===== src/rtl/ir_svc_pkg.sv =====
// ir_pkg: shared types for the RTC alarm interrupt service unit.
// Holds the packed timestamp layout, its width and the service FSM states.
package ir_pkg;

  localparam int RTC_TIME_W = 44;

  // Captured timestamp, MSB to LSB exactly as presented on evt_data_o.
  typedef struct packed {
    logic [11:0] year;
    logic [3:0]  month;
    logic [4:0]  dom;
    logic [2:0]  dow;
    logic [1:0]  mode;
    logic [5:0]  hour;
    logic [5:0]  min;
    logic [5:0]  sec;
  } rtc_time_t;

  typedef enum logic [2:0] {
    IDLE  = 3'd0,
    ACK   = 3'd1,
    CAPT  = 3'd2,
    PUSH  = 3'd3,
    REARM = 3'd4
  } ir_svc_state_t;

endpackage


===== src/rtl/ir_svc_evt_fifo.sv =====
// ir_evt_fifo: small circular event FIFO with a registered head.
// Handshake: an entry leaves when valid_o & ready_i are both high at a
// clock edge; push_i is a one-cycle write strobe with no back-pressure.
// Build option IR_SVC_OVERWRITE_EN: a push into a full FIFO without a pop
// replaces the oldest entry; otherwise that push is dropped. Either way the
// sticky overflow flag is set.
module ir_evt_fifo
  import ir_pkg::*;
#(
  parameter int  DEPTH = 4,
  parameter type T     = rtc_time_t,
  localparam int AW    = $clog2(DEPTH),
  localparam int CW    = $clog2(DEPTH + 1)
) (
  input  logic          clk_i,
  input  logic          rst_i,
  input  logic          push_i,
  input  T              push_data_i,
  input  logic          ready_i,
  output logic          valid_o,
  output T              data_o,
  output logic [CW-1:0] count_o,
  output logic          ovf_o,
  input  logic          ovf_clr_i
);

  T              mem_q [DEPTH];
  T              head_q, head_d;
  logic [AW:0]   rd_q, rd_d, wr_q, wr_d;
  logic [CW-1:0] count_q, count_d;
  logic          valid_q, valid_d;
  logic          ovf_q, ovf_d;
  logic          full, pop, do_write, ovf_set;

  assign full = (wr_q[AW] != rd_q[AW]) && (wr_q[AW-1:0] == rd_q[AW-1:0]);
  assign pop  = valid_q & ready_i;

  // Next pointers, overflow decision and the value the head register takes.
  always_comb begin
    rd_d     = rd_q;
    wr_d     = wr_q;
    do_write = 1'b0;
    ovf_set  = 1'b0;
    if (pop) rd_d = rd_q + 1'b1;
    if (push_i) begin
      if (!full || pop) begin
        do_write = 1'b1;
        wr_d     = wr_q + 1'b1;
      end else begin
        ovf_set = 1'b1;
`ifdef IR_SVC_OVERWRITE_EN
        do_write = 1'b1;
        wr_d     = wr_q + 1'b1;
        rd_d     = rd_q + 1'b1;
`endif
      end
    end
    // The head register always mirrors the slot at the new read pointer;
    // if that slot is being written this cycle, take the incoming data.
    head_d = head_q;
    if (do_write && (wr_q[AW-1:0] == rd_d[AW-1:0])) head_d = push_data_i;
    else if (rd_d != rd_q)                          head_d = mem_q[rd_d[AW-1:0]];
    count_d = CW'(wr_d - rd_d);
    valid_d = (wr_d != rd_d);
    ovf_d   = ovf_set ? 1'b1 : (ovf_clr_i ? 1'b0 : ovf_q);
  end

  // Storage array; contents are meaningless once the pointers are reset.
  always_ff @(posedge clk_i) begin
    if (do_write) mem_q[wr_q[AW-1:0]] <= push_data_i;
  end

  // Pointers, head, count and flags.
  always_ff @(posedge clk_i) begin
    if (rst_i) begin
      rd_q    <= '0;
      wr_q    <= '0;
      head_q  <= T'('0);
      count_q <= '0;
      valid_q <= 1'b0;
      ovf_q   <= 1'b0;
    end else begin
      rd_q    <= rd_d;
      wr_q    <= wr_d;
      head_q  <= head_d;
      count_q <= count_d;
      valid_q <= valid_d;
      ovf_q   <= ovf_d;
    end
  end

  assign valid_o = valid_q;
  assign data_o  = head_q;
  assign count_o = count_q;
  assign ovf_o   = ovf_q;

endmodule


===== src/rtl/ir_svc.sv =====
// ir_svc: services RTC alarm interrupts. A rising irq_i seen while idle
// produces a one-cycle ack_o; the timestamp the controller latches in
// response is captured and queued in ir_evt_fifo for the host.
// Host port: evt_data_o is consumed at a clock edge where evt_valid_o and
// evt_ready_i are both high.
// Build option IR_SVC_OVERWRITE_EN selects overwrite-oldest on overflow.
module ir_svc
  import ir_pkg::*;
#(
  parameter int DEPTH = 4
) (
  input  logic                         clk_i,
  input  logic                         rst_i,
  input  logic                         irq_i,
  output logic                         ack_o,
  input  logic [5:0]                   snap_sec_i,
  input  logic [5:0]                   snap_min_i,
  input  logic [5:0]                   snap_hour_i,
  input  logic [1:0]                   snap_mode_i,
  input  logic [2:0]                   snap_dow_i,
  input  logic [4:0]                   snap_dom_i,
  input  logic [3:0]                   snap_month_i,
  input  logic [11:0]                  snap_year_i,
  output logic                         evt_valid_o,
  input  logic                         evt_ready_i,
  output logic [RTC_TIME_W-1:0]        evt_data_o,
  output logic [$clog2(DEPTH+1)-1:0]   evt_count_o,
  output logic                         ovf_o,
  input  logic                         ovf_clr_i
);

  ir_svc_state_t state_q;
  logic          irq_q;
  logic          ack_q;
  rtc_time_t     capt_q;
  rtc_time_t     head;
  logic          push;

  // Previous irq_i level for edge detection; resets low so an irq_i already
  // high when reset is released still counts as a new edge.
  always_ff @(posedge clk_i) begin
    if (rst_i) irq_q <= 1'b0;
    else       irq_q <= irq_i;
  end

  // Service sequence: acknowledge, capture, push, then wait for irq_i low.
  always_ff @(posedge clk_i) begin
    if (rst_i) begin
      state_q <= IDLE;
      ack_q   <= 1'b0;
      capt_q  <= '0;
    end else begin
      ack_q <= 1'b0;
      case (state_q)
        IDLE: begin
          if (irq_i && !irq_q) begin
            state_q <= ACK;
            ack_q   <= 1'b1;
          end
        end
        ACK: state_q <= CAPT;
        CAPT: begin
          capt_q.year  <= snap_year_i;
          capt_q.month <= snap_month_i;
          capt_q.dom   <= snap_dom_i;
          capt_q.dow   <= snap_dow_i;
          capt_q.mode  <= snap_mode_i;
          capt_q.hour  <= snap_hour_i;
          capt_q.min   <= snap_min_i;
          capt_q.sec   <= snap_sec_i;
          state_q      <= PUSH;
        end
        PUSH: state_q <= REARM;
        REARM: begin
          if (!irq_i) state_q <= IDLE;
        end
        default: state_q <= IDLE;
      endcase
    end
  end

  assign push  = (state_q == PUSH);
  assign ack_o = ack_q;

  ir_evt_fifo #(
    .DEPTH (DEPTH),
    .T     (rtc_time_t)
  ) u_fifo (
    .clk_i       (clk_i),
    .rst_i       (rst_i),
    .push_i      (push),
    .push_data_i (capt_q),
    .ready_i     (evt_ready_i),
    .valid_o     (evt_valid_o),
    .data_o      (head),
    .count_o     (evt_count_o),
    .ovf_o       (ovf_o),
    .ovf_clr_i   (ovf_clr_i)
  );

  assign evt_data_o = head;

endmodule


===== config.mk =====
export PLATFORM = sky130hd
export DESIGN_NAME = ir_svc
export DESIGN_NICKNAME = d
export VERILOG_FILES = /design/src/rtl/ir_svc_pkg.sv /design/src/rtl/ir_svc_evt_fifo.sv /design/src/rtl/ir_svc.sv
export SDC_FILE = /design/constraint.sdc
export NUM_CORES = 1
export LEC_CHECK = 0
export ABC_AREA = 1
export CAP_MARGIN = 20
export CELL_PAD_IN_SITES_DETAIL_PLACEMENT = 0
export CELL_PAD_IN_SITES_GLOBAL_PLACEMENT = 1
export CORE_ASPECT_RATIO = 1.25
export CORE_MARGIN = 10
export CORE_UTILIZATION = 50
export CTS_BUF_LIST = sky130_fd_sc_hd__clkbuf_8
export DETAILED_ROUTE_END_ITERATION = 8
export PLACE_DENSITY = 0.87
export REMOVE_ABC_BUFFERS = 1
export SLEW_MARGIN = 10
export SYNTH_ARGS = -nofsm -noshare
export SYNTH_HDL_FRONTEND = slang
export SYNTH_SLANG_ARGS = --single-unit

===== constraint.sdc =====
create_clock -name clk_i -period 8.5 [get_ports clk_i]
set_clock_uncertainty 0.05 [all_clocks]
set_input_delay 1.275 -clock clk_i [delete_from_list [all_inputs] [get_ports clk_i]]
set_output_delay 1.275 -clock clk_i [all_outputs]
set_load 0.01 [all_outputs]

### Logic cells by family

Bar = 50 um.
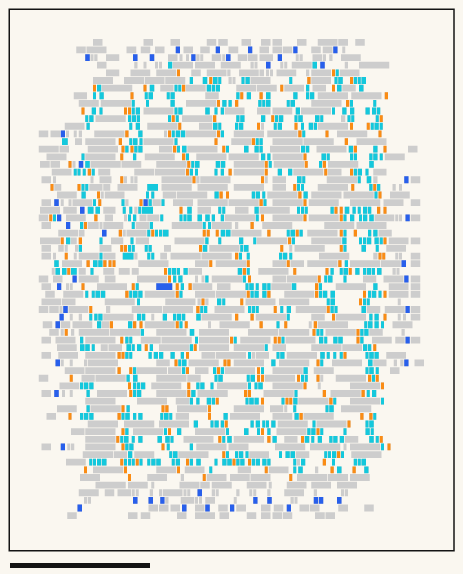
| family | colour | cells | most used |
|---|---|---|---|
| inverting AOI/OAI gates | blue | 51 | o21ai_0 |
| NAND gates | cyan | 577 | nand2_1 |
| inverters | orange | 245 | inv_1 |

### Metal layers overlaid

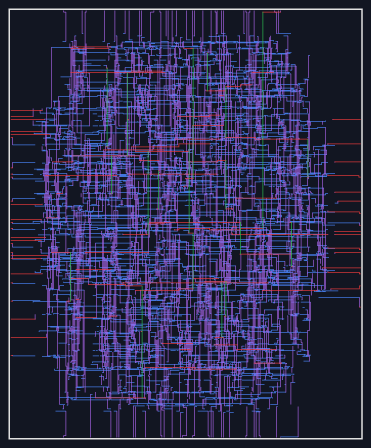
| layer | colour | wire length |
|---|---|---|
| met4 | green | 590 um |
| met3 | red | 1,420 um |
| met2 | purple | 13,400 um |
| met1 | blue | 11,100 um |
WL per Instance: 15.2 um
via count: 8,718
GRT Total Usage: 0.176
final wirelength: 26,600 um

==> changes_impl.md <==
### Changed

* XORs/XNORs by Area at 0.00147
* # Cells Yosys at 1,343
* Leading area contributor after synthesis: edfxtp_1
* CTS buffer count at 44
* GR Overflow Total at 0
* Simple Share, Synth at 0.244
* Yosys stat area at 11,900 sq um
* Hold-fix buffers, CTS at 0
* Routed Antenna Nets at 0
* Clk ins delay skew pair at 540 ps
* # setup viols final at 0
* Initial DRC count at approximately 570
* CTS tree: done
* Vias in the first global route at 8,500
* Initial antenna violation count at 0
* Least-Margin Pin Slew at ~1100 ps
* Seq cells post-synth at 280
* Die height at 192 um
* P per Cell Area at between 200 and 300 nW/um^2
* Row Count at between 60 and 70
* WS Path Type: in -> reg
* Slew Limit Headroom at 0.278
* Max VDD drop at 0.000188 V
* Synth cell types at 26
* CTS Sinks at 280
* Width of the die at 158 um
* First-pass GRT wire length at 43,000 um
* Crit path launch type: input port
* Ports at 99
* Pins Over Slew Limit at 0
* Die ar. at 30,400 sq um
* Clock transition at the registers of the reported paths at 60 ps
* Min Tclk post-route at just under 6000 ps
* Fin. Hold Viols at 0
* Top-area cell share at 0.445
* CTS max path bufs at 3
* IO Port Bufs at 98
* Post-layout period usage at 0.693
* Util after Layout at 0.589
* Layout Cells excl Fill at 1,754
* Ys Warns at 0
* Root Driver: clkbuf_8
* Max Clk Rate at 0.170 GHz
* Synth Instances at 1,343
* Post-synth EDFFs at 176
* Syn Area/Cell at 8.85 sq um
* Number of vias per cell at 4.97
* Postcts setup bufs at 0
* Flop pwr share at 0.450
* Fp_density at 0.504
* Area growth, synth to finish at 16.9%
* Status: completed
* H-tree levels at 2
* Largest net degree at the start of global routing at 93
* Share of cells above drive strength 1 at 0.0622
* GPL Wtd Cong at 0.751
* Worst-path fanout max at 90
* Synthesized area at between 10,000 and 15,000 sq um
* Internal cell power at 2.48 mW
* Clock power share at 0.298
* Drt drc at 0
* Top non-seq family: simple AND/OR/NAND/NOR gates
* Most frequent cell after synthesis: nand2_1
* Hold slack at 426 ps
* Power Total at 3.64 mW
* Comb pwr share at 0.252
* # placed instances at roughly 1,700
* Ys flop type: edfxtp_1
* Post-synth seq share at 0.620
* Mux cell area share at 0
## final timing paths
check                 startpoint                 to  slack, ps  depth (start not counted)
setup / recovery     evt_ready_i  u_fifo.data_o[34]       2610                         15
hold / removal      u_fifo.ovf_o       u_fifo.ovf_o        430                          2
setup reg to reg  u_fifo.valid_o  u_fifo.data_o[34]       3440                         14
hold reg to reg     u_fifo.ovf_o       u_fifo.ovf_o        430                          2
## area by class of cell
type,instances,area (sq um)
fillers,2055,9680
flip-flops and latches,280,7370
multi-input cells,749,3330
repair buffers,108,1060
inverters,245,920
clock buffers,55,757
well taps,292,365
clock inverters,25,100
## state kept, by name, summed over array words and instances, names as in the netlist
name	cells
state_q	3
u_fifo.count_o	3
u_fifo.rd_q	3
u_fifo.wr_q	3
u_fifo.ovf_o	1
u_fifo.valid_o	1
u_fifo.data_o	44
ack_o	1
u_fifo.mem_q	176
irq_q	1
capt_q	44
## critical path, cell delays in order
cell and delay [ps]:
clkdlybuf4s50_1 420, nand2_2 60, buf_4 540, inv_2 620, nand2_1 270, nand2_4 570, nand2_1 210, nand2_1 70
nor2_1 160, nand2_4 610, inv_2 1010, nand2_1 140, nand3_1 130, nand2_1 60, inv_1 70
## through the flow
stage | setup slack (ps) | cell area, sq um
4_1_cts | 2600 | 13900
3_3_place_gp | 2130 | 13000
6_report | 2610 | 13900
2_1_floorplan | 3150 | 11600
5_1_grt | 2220 | 13900
3_5_place_dp | 2050 | 13000
## cells in the final DEF, fill, tap and decap left out, types with 2 or more instances in the layout
cell type	instances
nand2_4	3
clkinv_1	2
dfxtp_1	104
nand3_1	227
clkdlybuf4s50_1	98
buf_4	10
nand2_1	343
edfxtp_1	176
o21ai_0	46
nor2_4	4
inv_2	8
clkbuf_8	55
nor2_1	104
nand2_2	3
a21oi_1	4
ha_1	7
inv_1	255
clkinv_2	5
## layer usage
metal | track usage | wire (um) | vias up
li1 | - | - | 4398
met2 | 0.315 | 13400 | 178
met4 | 0.0594 | 590 | 0
met1 | 0.207 | 11100 | 4096
met3 | 0.0328 | 1420 | 46
met5 | 0 | 0 | -
## power groups by stage
stage	clock, mW	sequential [mW]	combinational [mW]
global route	1.17	1.65	1.04
floorplan	0	1.67	0.562
CTS	1.10	1.64	0.933
detailed placement	0	1.67	0.927
global placement	0	1.67	0.913
finish	1.09	1.64	0.917
## cells by family after synthesis
group	count (synthesis)
compound gates	51
flops	280
fa+ha+maj	8
simple gates	688
xor+xnor	2
buf+inv	314
No activity file was given, so power comes from the tool's default toggle rates.
